### config.mk
export PLATFORM = sky130hd
export DESIGN_NAME = fixed_to_float_seq
export DESIGN_NICKNAME = d
export VERILOG_FILES = /design/src/rtl/ftf_pkg.sv /design/src/rtl/ftf_pack.sv /design/src/rtl/fixed_to_float_seq.sv
export SDC_FILE = /design/constraint.sdc
export NUM_CORES = 1
export LEC_CHECK = 0
export CORE_ASPECT_RATIO = 1.25
export CORE_UTILIZATION = 27
export CTS_CLUSTER_DIAMETER = 100
export DETAILED_ROUTE_END_ITERATION = 16
export DONT_BUFFER_PORTS = 1
export GPL_ROUTABILITY_DRIVEN = 0
export PLACE_DENSITY_LB_ADDON = 0.05
export SETUP_SLACK_MARGIN = 0.05
export SLEW_MARGIN = 15
export SYNTH_ARGS = -nofsm -noshare
export SYNTH_HDL_FRONTEND = slang
export SYNTH_SLANG_ARGS = --single-unit
export TNS_END_PERCENT = 10
### constraint.sdc
create_clock -name clk -period 6.2 [get_ports clk]
set_clock_uncertainty 0.05 [all_clocks]
set_input_delay 0.93 -clock clk [delete_from_list [all_inputs] [get_ports clk]]
set_output_delay 0.93 -clock clk [all_outputs]
set_load 0.005 [all_outputs]
### src/rtl/ftf_pkg.sv
// Shared constants and types for the fixed-point to float converter.
// Optional FTF_ROUND_NEAREST_EN selects round-to-nearest-even packing.
package ftf_pkg;

    localparam int FIX_W      = 32;
    localparam int EXP_W      = 8;
    localparam int MANT_W     = 23;
    localparam int FLOAT_BIAS = 127;
    localparam int EXP_BASE   = FLOAT_BIAS + FIX_W - 1;

    // Lowest magnitude bit the packer consumes
`ifdef FTF_ROUND_NEAREST_EN
    localparam int FRAC_LSB = 0;
`else
    localparam int FRAC_LSB = 8;
`endif

    typedef enum logic [1:0] {
        IDLE = 2'd0,
        NORM = 2'd1,
        DONE = 2'd2
    } state_e;

endpackage

### src/rtl/ftf_pack.sv
// Combinational pack of normalized magnitude into IEEE-754 single.
// FTF_ROUND_NEAREST_EN adds round-to-nearest-even; otherwise truncates.
module ftf_pack
    import ftf_pkg::*;
(
    input  logic                     sign,
    input  logic [FIX_W-2:FRAC_LSB]  frac,
    input  logic [4:0]               cnt,
    input  logic [4:0]               fp,
    output logic [FIX_W-1:0]         result
);

    logic [EXP_W-1:0] exp_w;

    assign exp_w = EXP_W'(EXP_BASE) - {3'b000, cnt} - {3'b000, fp};

`ifdef FTF_ROUND_NEAREST_EN
    logic              guard;
    logic              sticky;
    logic              lsb;
    logic              inc;
    logic [MANT_W:0]   mant_sum;

    assign guard    = frac[7];
    assign sticky   = |frac[6:0];
    assign lsb      = frac[8];
    assign inc      = guard & (sticky | lsb);
    assign mant_sum = {1'b0, frac[FIX_W-2:8]} + (MANT_W+1)'(inc);

    // Mantissa carry-out wraps the fraction to zero and bumps the exponent
    assign result = {sign,
                     exp_w + EXP_W'(mant_sum[MANT_W]),
                     mant_sum[MANT_W-1:0]};
`else
    assign result = {sign, exp_w, frac[FIX_W-2:8]};
`endif

endmodule

### src/rtl/fixed_to_float_seq.sv
// Iterative 32-bit fixed-point to float converter, one shift per cycle.
// Build with FTF_ROUND_NEAREST_EN for round-to-nearest-even packing.
module fixed_to_float_seq
    import ftf_pkg::*;
(
    input  logic              clk,
    input  logic              rst,
    input  logic              in_valid,
    output logic              in_ready,
    input  logic [FIX_W-1:0]  fixed,
    input  logic [4:0]        fixpointpos,
    output logic              out_valid,
    input  logic              out_ready,
    output logic [FIX_W-1:0]  result
);

    state_e           state_q, state_d;
    logic             sign_q, sign_d;
    logic [FIX_W-1:0] mag_q, mag_d;
    logic [4:0]       cnt_q, cnt_d;
    logic [4:0]       fp_q, fp_d;
    logic [FIX_W-1:0] result_q, result_d;
    logic             out_valid_q, out_valid_d;
    logic [FIX_W-1:0] packed_w;
    logic             accept;
    logic             mag_zero;

    assign accept   = in_valid & in_ready;
    assign mag_zero = (mag_q == '0);

    ftf_pack u_pack (
        .sign   (sign_q),
        .frac   (mag_q[FIX_W-2:FRAC_LSB]),
        .cnt    (cnt_q),
        .fp     (fp_q),
        .result (packed_w)
    );

    always_ff @(posedge clk or negedge rst) begin
        if (!rst) begin
            state_q <= IDLE;
        end else begin
            state_q <= state_d;
        end
    end

    // Zero spends one NORM cycle so its latency matches the k=0 case
    always_comb begin
        state_d = state_q;
        case (state_q)
            IDLE: if (in_valid)                state_d = NORM;
            NORM: if (mag_zero || mag_q[31])   state_d = DONE;
            DONE: if (out_ready)               state_d = IDLE;
            default:                           state_d = IDLE;
        endcase
    end

    always_comb begin
        in_ready = (state_q == IDLE);
    end

    always_comb begin
        sign_d      = sign_q;
        mag_d       = mag_q;
        cnt_d       = cnt_q;
        fp_d        = fp_q;
        result_d    = result_q;
        out_valid_d = out_valid_q;
        case (state_q)
            IDLE: begin
                if (accept) begin
                    sign_d = fixed[31];
                    mag_d  = fixed[31] ? (~fixed + 32'd1) : fixed;
                    fp_d   = fixpointpos;
                    cnt_d  = 5'd0;
                end
            end
            NORM: begin
                if (mag_zero) begin
                    result_d    = '0;
                    out_valid_d = 1'b1;
                end else if (!mag_q[31]) begin
                    mag_d = mag_q << 1;
                    cnt_d = cnt_q + 5'd1;
                end else begin
                    result_d    = packed_w;
                    out_valid_d = 1'b1;
                end
            end
            DONE: begin
                if (out_ready) begin
                    out_valid_d = 1'b0;
                end
            end
            default: begin
                out_valid_d = 1'b0;
            end
        endcase
    end

    always_ff @(posedge clk or negedge rst) begin
        if (!rst) begin
            sign_q      <= 1'b0;
            mag_q       <= '0;
            cnt_q       <= '0;
            fp_q        <= '0;
            result_q    <= '0;
            out_valid_q <= 1'b0;
        end else begin
            sign_q      <= sign_d;
            mag_q       <= mag_d;
            cnt_q       <= cnt_d;
            fp_q        <= fp_d;
            result_q    <= result_d;
            out_valid_q <= out_valid_d;
        end
    end

    assign out_valid = out_valid_q;
    assign result    = result_q;

endmodule

Run 1, the metal 2 layer:
The bar under the picture is 20 um long.
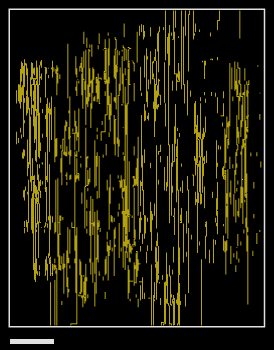
- main direction: vertical
- wire length on this layer: 6200 um
- nets with wire on the layer: 371
- share of all routed wire: 46%
- longest straight run: 72.9 um

Run 1, metal 3:
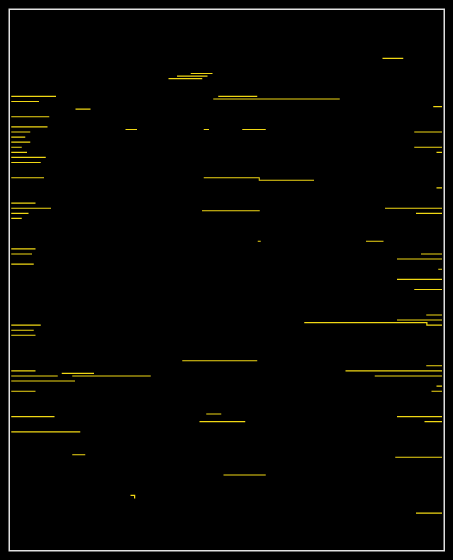
- main direction: horizontal
- wire length on this layer: 644 um
- share of all routed wire: 4.8%
- longest straight run: 33.6 um

==> summary.txt, run 1 <==
Entry: Yosys synthesis followed by OpenROAD place and route.

STA:
- Setup repair after global routing left no endpoint under its margin.
- The run puts the final tally of max-slew violations at 0.
- The run puts the time the worst path needs with I/O delays and setup at between 3 and 4 ns.
- The run puts the final clock period utilization by the worst path at roughly 50%.

Setup path:
- The run gives the worst flop-to-flop path startpoint as mag_q[1].
- The run gives the endpoint required time on the critical path as 6.37 ns.
- The critical path is of the flop to flop type.
- The run gives the start point of the critical path as mag_q[1].
- The run puts the logic depth of the worst setup path including buffers at 6.
- The arrival time of data at the worst endpoint is listed as approximately 3.3 ns.
- Broken down by cell family, the worst path's largest delay share belongs to simple AND/OR/NAND/NOR gates.
- The run gives the slack of the worst reg-to-reg path as 3.10 ns.
- The run puts the worst reg-to-reg path cell count at 6.
- STA classifies the critical path startpoint as a flop.

GRT:
- The run puts the overall routing resource usage at 17.1%.
- The run puts the final global-route overflow total at 0.
- The initial antenna violation count is 0.
- The run gives the pin count of the biggest net entering global routing as 79.
- The run puts the wire length of the first global-routing pass at 21.1 mm.

Synth:
- The run puts the area share of the largest cell type after synthesis at 44.5%.
- For reference, simple AND, OR, NAND and NOR cells occupy 14.5% of the area reported after synthesis.
- The run gives the sequential-to-total area share from yosys stat as roughly 44%.
- The run gives the instance count of the mapped netlist as 446.
- Yosys attributes the largest share of cell area to sky130_fd_sc_hd__dfrtp_1, sky130_fd_sc_hd__a22o_1, sky130_fd_sc_hd__o21ai_0, sky130_fd_sc_hd__ha_1, sky130_fd_sc_hd__clkbuf_1.
- The run gives the number of enable-type register cells in the synthesized netlist as 0.
- The run puts the proportion of synthesized flip-flops having asynchronous set or reset at 100%.
- Yosys shows that the main logic family after synthesis is AND-OR/OR-AND gates.
- The run gives the post-synthesis cell type count as about 49.
- The run gives the fraction of the mapped netlist area in compound gates as around 24%.
- The run gives the dominant cell by count in the synthesized netlist as sky130_fd_sc_hd__dfrtp_1.
- The cell-mix breakdown from Yosys lists the XOR/XNOR area share as approximately 3.8%.

Final layout:
- Counting plain and timing-repair buffers in the layout gives 7.
- With fillers left out, the area of the finished cells amounts to 4900 um^2.
- The run puts the proportion of final cell area spent on non-clock buffers at 1.07%.
- The run puts the final non-filler cell total at 646.
- The run puts the clock-cell share of area at around 6.6%.
- The run puts the net count of the finished layout at between 400 and 500.
- The run gives the leading cell type in the layout, fill and taps excluded as sky130_fd_sc_hd__dfrtp_1.
- The run puts the clock tree buffer count of the final layout at 11.
- The run puts the layout inverter count without the clock tree at 23.
- The fraction of cell area in multi-input combinational cells is reported as a little under half.

Clocking:
- The run gives the post-CTS setup buffer count as 0.
- The tree is rooted in a sky130_fd_sc_hd__clkbuf_16.
- Per the skew report, the later register of the worst-skew pair sees a clock latency of ~0.33 ns.

Placement:
- Counting tap cells, the placed design contains a total of 631 instances.
- The run gives the worst slack at placement as 2.85 ns.
- The run puts the HPWL reported at the end of detailed placement at 9.52 mm.
- The post-placement cell area is approximately 4600 um^2.
- The count of buffers added on input and output ports is 0.

Pwr:
- Of the total power, combinational logic draws approximately two fifths.
- Ranked by power, first place goes to combinational cells.
- Net switching is between 30 and 40% of the power.
- The switching component of the power was reported as 1040 uW.
- The run puts the internal power at about 1600 uW.
- The run gives the power drawn by the combinational cells as 1070 uW.

Floorplanning:
- The run gives the area of the core region as roughly 16000 um^2.
- The run gives the well-tap cell count as around 210.
- The run puts the initial core utilization at 27.8%.
- The chip occupies 16800 um^2.
- The run gives the total I/O pin count as 75.

Drt:
- The script parses the final routing iteration and logs DRC violations as 0.
- The run gives the total routed wire length on the met1 layer as approximately 6.6 mm.
- The run puts the via-per-instance ratio at 5.34.

Run status:
- The run finished with clean final reports.
Run 1, track usage over the die:
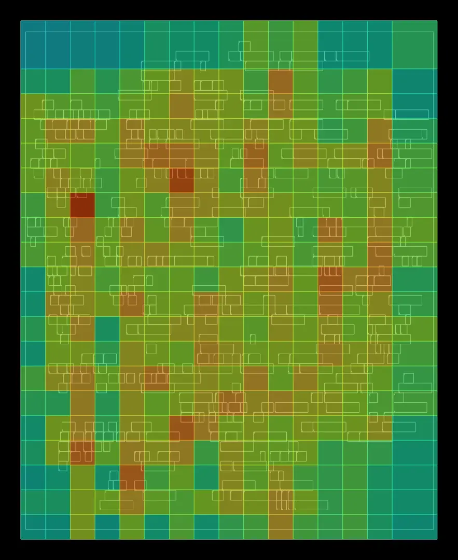
global routing usage on met2: 26.3%
Layout Utilization: 31.1%
GRT met3 Usage: 3.10%
met1 routing resource usage after global routing: 24.3%

==> run 1 -> run 2 <==
==> constraint.sdc (replaced) <==
create_clock -name clk -period 2.5 [get_ports clk]
set_clock_uncertainty 0.05 [all_clocks]
set_input_delay 0.375 -clock clk [delete_from_list [all_inputs] [get_ports clk]]
set_output_delay 0.375 -clock clk [all_outputs]
set_load 0.005 [all_outputs]
Run 2, the metal 2 layer:
The bar under the picture is 20 um long.
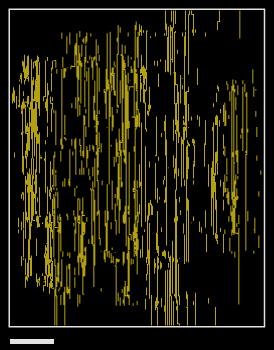
- longest straight run: 78.2 um
- share of all routed wire: 46%
- wire length on this layer: 6250 um

Run 2, track usage over the die:
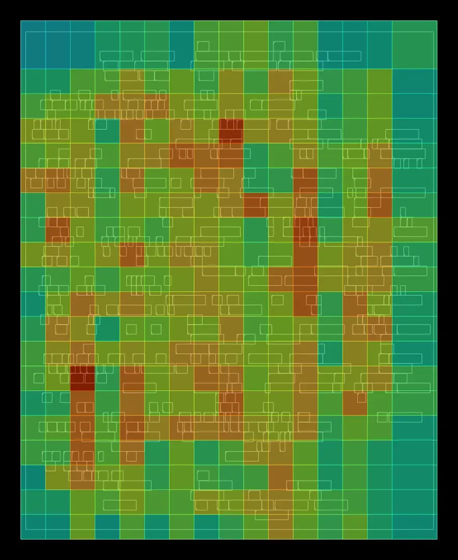
GRT met3 Usage: 4.19%
met1 routing resource usage after global routing: 23.1%
global routing usage on met2: 26.4%

==> run 2 against run 1 <==
Compared with the run above:
- clock-buffer cell count is 1 lower
- synthesized area stayed put
- sequential power is 150% higher
- clock power is 130% higher
- critical path type unchanged
- critical endpoint unchanged
- highest routed layer unchanged
==> summary.txt, run 2 <==
Entry: Yosys synthesis followed by OpenROAD place and route.

Run status:
- The flow ran to the end, and the final reports show no timing, DRC or antenna violations.

Setup path:
- The worst setup path is captured at a flop.
- The timing report attributes the biggest portion of critical-path delay to simple AND/OR/NAND/NOR gates.
- The run gives the buffer and inverter count on the worst path as 2.
- The run gives the critical path data arrival time as 2.44 ns (-0.83 ns).
- Per STA, the endpoint of the critical path is mag_q[29].
- The run puts the worst reg-to-reg path cell count at 7 (+1).
- The logic depth of the worst setup path including buffers came to 7 (+1).
- The endpoint required time on the critical path is 2.68 ns (-3.69 ns).
- The run gives the reg-to-reg endpoint as mag_q[29].
- The worst setup path is of the flop to flop kind.
- For reference, the critical path is launched at mag_q[0].
- For the worst reg-to-reg path, the startpoint reported by OpenROAD is mag_q[0].
- The run gives the startpoint type of the worst setup path as a flop.
- The run puts the slack of the worst reg-to-reg path at 0.23 ns (-2.86 ns).

Floorplanning:
- The run gives the site row count as slightly above 50.
- The run puts the initial core utilization at 27.8% (unchanged).
- The well-tap cell count came to 212 (unchanged).
- The run puts the die outline area at 16800 um^2 (unchanged).
- The run puts the area of the core region at 15800 um^2 (unchanged).
- The total I/O pin count is 75 (unchanged).

Drt:
- The first detailed-routing pass ran for 6 iterations.
- The number of DRC violations after detailed routing is 0 (unchanged).
- The run puts the total via count after detailed routing at 3562.
- The run gives the total routed wire length on the met1 layer as 6.38 mm (-3.1%).
- The run gives the via-per-instance ratio as 5.35 (+0.23%).
- In the detailed route, the total length drawn on met3 is about 740 um.

Placement:
- The run puts the worst slack at placement at -0.0279 ns (-2.88 ns).
- The quantity of I/O buffers inserted on ports is 0 (unchanged).
- The run puts the total instance count after detailed placement at 648 (+2.7%).
- The run gives the instance area after placement as 4710 um^2 (+3.1%).
- The run gives the HPWL reported at the end of detailed placement as 9.69 mm (+1.8%).

Synth:
- The proportion of synthesized flip-flops having asynchronous set or reset was 100% (unchanged).
- The run puts the area share of xor/xnor cells in the synthesized design at 3.79% (unchanged).
- Among the non-sequential cells, AND-OR/OR-AND gates take the most area.
- The post-synthesis cell type count is 49 (unchanged).
- The run gives the synthesized-area fraction occupied by and/or/nand/nor cells as 14.5% (unchanged).
- The run puts the number of nets produced by synthesis at about 500.
- The run gives the area fraction in mux cells as 3.74%.
- The run gives the dominant cell by count in the synthesized netlist as sky130_fd_sc_hd__dfrtp_1.
- The main area contributors are sky130_fd_sc_hd__dfrtp_1, sky130_fd_sc_hd__a22o_1, sky130_fd_sc_hd__o21ai_0, sky130_fd_sc_hd__ha_1, sky130_fd_sc_hd__clkbuf_1.
- The run puts the number of enable-type register cells in the synthesized netlist at 0 (unchanged).
- The mapped netlist covers ~4400 um^2.
- The run gives the cell type with the largest total area after synthesis as sky130_fd_sc_hd__dfrtp_1.
- The run puts the instance count of the mapped netlist at 446 (unchanged).
- The run puts the fraction of the mapped netlist area in compound gates at 24.3% (unchanged).
- The run gives the area fraction in full adders, half adders and majority gates as 4.05%.
- The area share of the largest cell type after synthesis came to 44.5% (unchanged).
- The run gives the sequential-to-total area share from yosys stat as 44.5% (unchanged).

Clocking:
- The run gives the post-CTS setup buffer count as 0 (unchanged).
- The number of clock buffers added by TritonCTS is 9.
- The run puts the clock latency at the later pin of the worst-skew pair at 0.34 ns (about the same).
- The cell sitting at the root of the clock tree is a sky130_fd_sc_hd__clkbuf_16.

Pwr:
- Ranked by power, first place goes to combinational cells.
- Power spread over the standard cell area amounts to ~1300 nW/um^2.
- The internal power was 3950 uW (+150%).
- The flow reports power dissipated in the clock network as 1320 uW.
- The power drawn by the combinational cells is 2820 uW (+160%).
- The run gives the combinational cell fraction of total power as 42.8% (+2.3 points).
- The switching fraction of total power was 40.1% (+0.71 points).
- Of the total power, registers draw ~37%.
- The net switching power figure is 2650 uW (+150%).

Final layout:
- The layout inverter count without the clock tree is 23 (unchanged).
- The run gives the final non-filler cell total as 666 (+3.1%).
- The run gives the proportion of final cell area spent on non-clock buffers as 4.56% (+3.5 points).
- The most common logic cell in the final layout is sky130_fd_sc_hd__dfrtp_1.
- The clock tree buffer count of the final layout came to 10 (-1).
- The multi-input logic portion of the cell area came to 43.9% (-1.4 points).
- The run gives the multi-input combinational cell count as 311.
- The run gives the biggest cell category by area in the final layout as combinational gates.
- The run gives the final design area excluding fillers as 5050 um^2 (+3.2%).
- The utilization after layout is 32.1% (+0.98 points).
- The run puts the final-layout fill cell count at 1646.
- The clock-cell share of area is 5.94% (-0.65 points).
- The number of signal-net buffers in the layout was 26 (+19).
- The run puts the net count of the finished layout at 503 (+3.9%).
- In the layout the commonest cells are sky130_fd_sc_hd__dfrtp_1, sky130_fd_sc_hd__o21ai_0, sky130_fd_sc_hd__a22o_1.

STA:
- The run gives the time the worst path needs with I/O delays and setup as 2.27 ns (-0.836 ns).
- Setup repair after global routing left no endpoint under its margin.
- The run puts the final-layout setup total negative slack at 0 ns.
- The run puts the final tally of max-slew violations at 0 (unchanged).
- The final clock period utilization by the worst path came to 90.7% (+41 points).

GRT:
- The run puts the pin count of the biggest net entering global routing at 79 (unchanged).
- The run puts the wire length of the first global-routing pass at 21.1 mm (-0.16%).
- The final global-route overflow total came to 0 (unchanged).
- The run puts the overall routing resource usage at 17.0% (-0.13 points).
- The run puts the initial antenna violation count at 0 (unchanged).

Min path:
- In the hold report, the worst path ends at fp_q[2].
- The worst hold path begins at fixpointpos[2].
==> run 2 -> run 3 <==
==> constraint.sdc (replaced) <==
create_clock -name clk -period 2.6 [get_ports clk]
set_clock_uncertainty 0.05 [all_clocks]
set_input_delay 0.39 -clock clk [delete_from_list [all_inputs] [get_ports clk]]
set_output_delay 0.39 -clock clk [all_outputs]
set_load 0.005 [all_outputs]
Run 3, register map, names as in the netlist:
The bar under the picture is 20 um long. Other sequential cells in the stronger gray, the rest of the logic in the fainter gray.
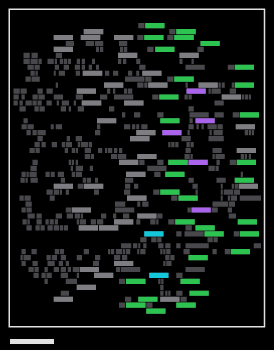
- purple: cnt_q (flops 5)
- green: result (flops 32)
- cyan: state_q (flops 2)

Run 3, the metal 2 layer:
The bar under the picture is 20 um long.
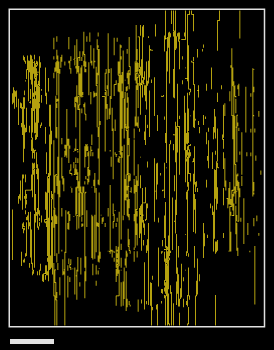
- nets with wire on the layer: 387
- main direction: vertical
- wire length on this layer: 6260 um
- share of all routed wire: 46%
- longest straight run: 87.7 um

==> run 3 against run 2 <==
Compared with the run above:
- power decreased by 3.9%
- clock power decreased by 3%
- core utilization decreased by 0.17 points
- final cell count decreased by 0.30%
- hold slack improved by 0.016 ns
==> summary.txt, run 3 <==
Entry: Yosys synthesis followed by OpenROAD place and route.

STA:
- The run gives the headroom to the max-slew limit as 55.2%.
- The run gives the time the worst path needs with I/O delays and setup as 2.33 ns (+0.0585 ns).
- The run gives the final-layout setup total negative slack as 0 ns (unchanged).
- The run puts the final tally of max-slew violations at 0 (unchanged).
- Setup repair after global routing left no endpoint under its margin.
- The run puts the final clock period utilization by the worst path at 89.5% (-1.2 points).

Synth:
- The run gives the number of nets produced by synthesis as 500 (unchanged).
- The instance count of the mapped netlist was 446 (unchanged).
- The proportion of synthesized flip-flops having asynchronous set or reset was 100% (unchanged).
- The run gives the dominant kind of combinational cell as AND-OR/OR-AND gates.
- The synthesized netlist was found by Yosys to have 446 cells.
- The fraction of the mapped netlist area in compound gates came to 24.3% (unchanged).
- The run puts the synthesized-area fraction occupied by and/or/nand/nor cells at 14.5% (unchanged).
- The run gives the cell type with the largest total area after synthesis as sky130_fd_sc_hd__dfrtp_1.
- The run gives the number of enable-type register cells in the synthesized netlist as 0 (unchanged).
- The area share of xor/xnor cells in the synthesized design is 3.79% (unchanged).
- Yosys attributes the largest share of cell area to sky130_fd_sc_hd__dfrtp_1, sky130_fd_sc_hd__a22o_1, sky130_fd_sc_hd__o21ai_0, sky130_fd_sc_hd__ha_1, sky130_fd_sc_hd__clkbuf_1.
- The run gives the post-synthesis instance area as 4390 um^2 (unchanged).
- The run puts the area fraction in full adders, half adders and majority gates at 4.05% (unchanged).
- The run gives the area share of the largest cell type after synthesis as 44.5% (unchanged).
- The sequential-to-total area share from yosys stat came to 44.5% (unchanged).
- The area fraction in mux cells was 3.74% (unchanged).
- The run puts the post-synthesis cell type count at 49 (unchanged).
- By instance count, the leading cell after synthesis is sky130_fd_sc_hd__dfrtp_1.

Setup path:
- The buffer and inverter count on the worst path is 1 (-1).
- The timing report attributes the biggest portion of critical-path delay to simple AND/OR/NAND/NOR gates.
- The run gives the biggest cell delay along the critical path as 0.41 ns.
- The logic depth of the worst setup path including buffers was 6 (-1).
- The worst reg-to-reg path cell count is 6 (-1).
- The run puts the endpoint required time on the critical path at 2.77 ns (+0.09 ns).
- The slowest stage of the critical path is the sky130_fd_sc_hd__nor4_1 cell.
- The run gives the startpoint type of the worst setup path as a flop.
- The run gives the worst flop-to-flop path startpoint as mag_q[0].
- The run gives the critical path data arrival time as 2.50 ns (+0.06 ns).
- The critical path ends at result[2].
- In this run the worst setup path begins at mag_q[0].
- Traced cell by cell, the critical path runs through nor4_1 > nand4_1 > o21ai_0 > nand2_1 > buf_4 > a22o_1.
- The worst setup path is of the flop to flop kind.
- In this run the critical register-to-register path is captured at result[2].
- The slack of the worst reg-to-reg path was 0.27 ns (+0.04 ns).
- The run gives the kind of end point of the critical path as a flop.

Clocking:
- The run puts the post-CTS setup buffer count at 0 (unchanged).
- In this run the clock root is driven by a sky130_fd_sc_hd__clkbuf_16.
- The run puts the total number of clock tree sinks at 78.
- The run gives the number of buffers inserted during clock tree synthesis as 9 (unchanged).
- The clock latency at the later pin of the worst-skew pair was 0.33 ns (about the same).
- The run gives the maximum count of clock buffers along a single path as 2.

Pwr:
- The run gives the power of the sequential group as 2370 uW.
- The largest part of the power goes to combinational cells.
- The run puts the fraction of power consumed by sequential logic at 37.3% (about the same).
- The run puts the internal power at 3800 uW (-3.7%).
- The run gives the static leakage power as between 0.002 and 0.0025 uW.
- The run puts the net switching power figure at 2530 uW (-4.2%).
- The combinational cell fraction of total power was 42.4% (-0.4 points).
- The run puts the clock group power at 1280 uW (-3%).
- The run gives the power per unit of standard cell area as 1260 nW/um^2 (-3.4%).
- The run puts the switching fraction of total power at 40.0% (-0.13 points).
- The run gives the power drawn by the combinational cells as 2690 uW (-5%).

Floorplanning:
- The run puts the site row count at 51 (unchanged).
- The area of the core region was 15800 um^2 (unchanged).
- The run gives the die outline area as 16800 um^2 (unchanged).
- The total I/O pin count was 75 (unchanged).
- The run gives the initial core utilization as 27.8% (unchanged).
- The run gives the well-tap cell count as 212 (unchanged).

GRT:
- The number of global-route vias before repair was roughly 3500.
- The run puts the wire length of the first global-routing pass at 21.3 mm (+0.98%).
- The run puts the final global-route overflow total at 0 (unchanged).
- The run puts the initial antenna violation count at 0 (unchanged).
- The run gives the global routing usage on met1 as 24.5% (+1.5 points).
- The met2 layer usage reported by global route is 26.4% (+0.063 points).
- The run gives the met3 usage in global routing as 3.69% (-0.50 points).
- The run gives the pin count of the biggest net entering global routing as 79 (unchanged).
- The overall routing resource usage came to 17.3% (+0.34 points).

Run status:
- The flow ran to the end, and the final reports show no timing, DRC or antenna violations.

Final layout:
- The run gives the final non-filler cell total as 664 (-0.30%).
- The final design area excluding fillers came to 5030 um^2 (-0.52%).
- The net count of the finished layout came to 501 (-0.40%).
- The run puts the clock tree buffer count of the final layout at 12 (+2).
- The run puts the multi-input combinational cell count at 311 (unchanged).
- The design has 78 sequential cells.
- The multi-input logic portion of the cell area was 44.1% (+0.23 points).
- The proportion of final cell area spent on non-clock buffers is 4.03% (-0.52 points).
- Per the area breakdown, the dominant cell category is combinational gates.
- The run gives the number of signal-net buffers in the layout as 24 (-7.7%).
- The layout inverter count without the clock tree is 23 (unchanged).
- The run gives the leading cell type in the layout, fill and taps excluded as sky130_fd_sc_hd__dfrtp_1.
- By instance count after routing, the leading logic cell types are sky130_fd_sc_hd__dfrtp_1, sky130_fd_sc_hd__o21ai_0, sky130_fd_sc_hd__a22o_1.
- The run gives the utilization after layout as 31.9% (-0.17 points).
- The final-layout fill cell count was 1637 (-0.55%).
- The run gives the clock-cell share of area as 6.00% (+0.056 points).

Drt:
- The total routed wire length on the met1 layer was 6.32 mm (-0.97%).
- The run puts the total via count after detailed routing at 3504 (-1.6%).
- The via-per-instance ratio came to 5.28 (-1.3%).
- The run puts the detailed route wirelength on metal3 at 819 um (+11%).
- The number of DRC violations after detailed routing was 0 (unchanged).
- The number of detailed-routing iterations run before antenna repair is 5 (-1).
- After detailed routing, no signal wire sits above met4.

Min path:
- For hold timing, the worst endpoint is fp_q[4].
- The worst hold path begins at fixpointpos[4].

Placement:
- The run gives the instance area after placement as 4690 um^2 (-0.58%).
- The run puts the HPWL reported at the end of detailed placement at 9.66 mm (-0.37%).
- The total instance count after detailed placement was 646 (-0.31%).
- The run puts the worst slack at placement at -0.00835 ns (+0.0195 ns).
- The quantity of I/O buffers inserted on ports is 0 (unchanged).
Power is estimated from default activity; no workload was simulated.
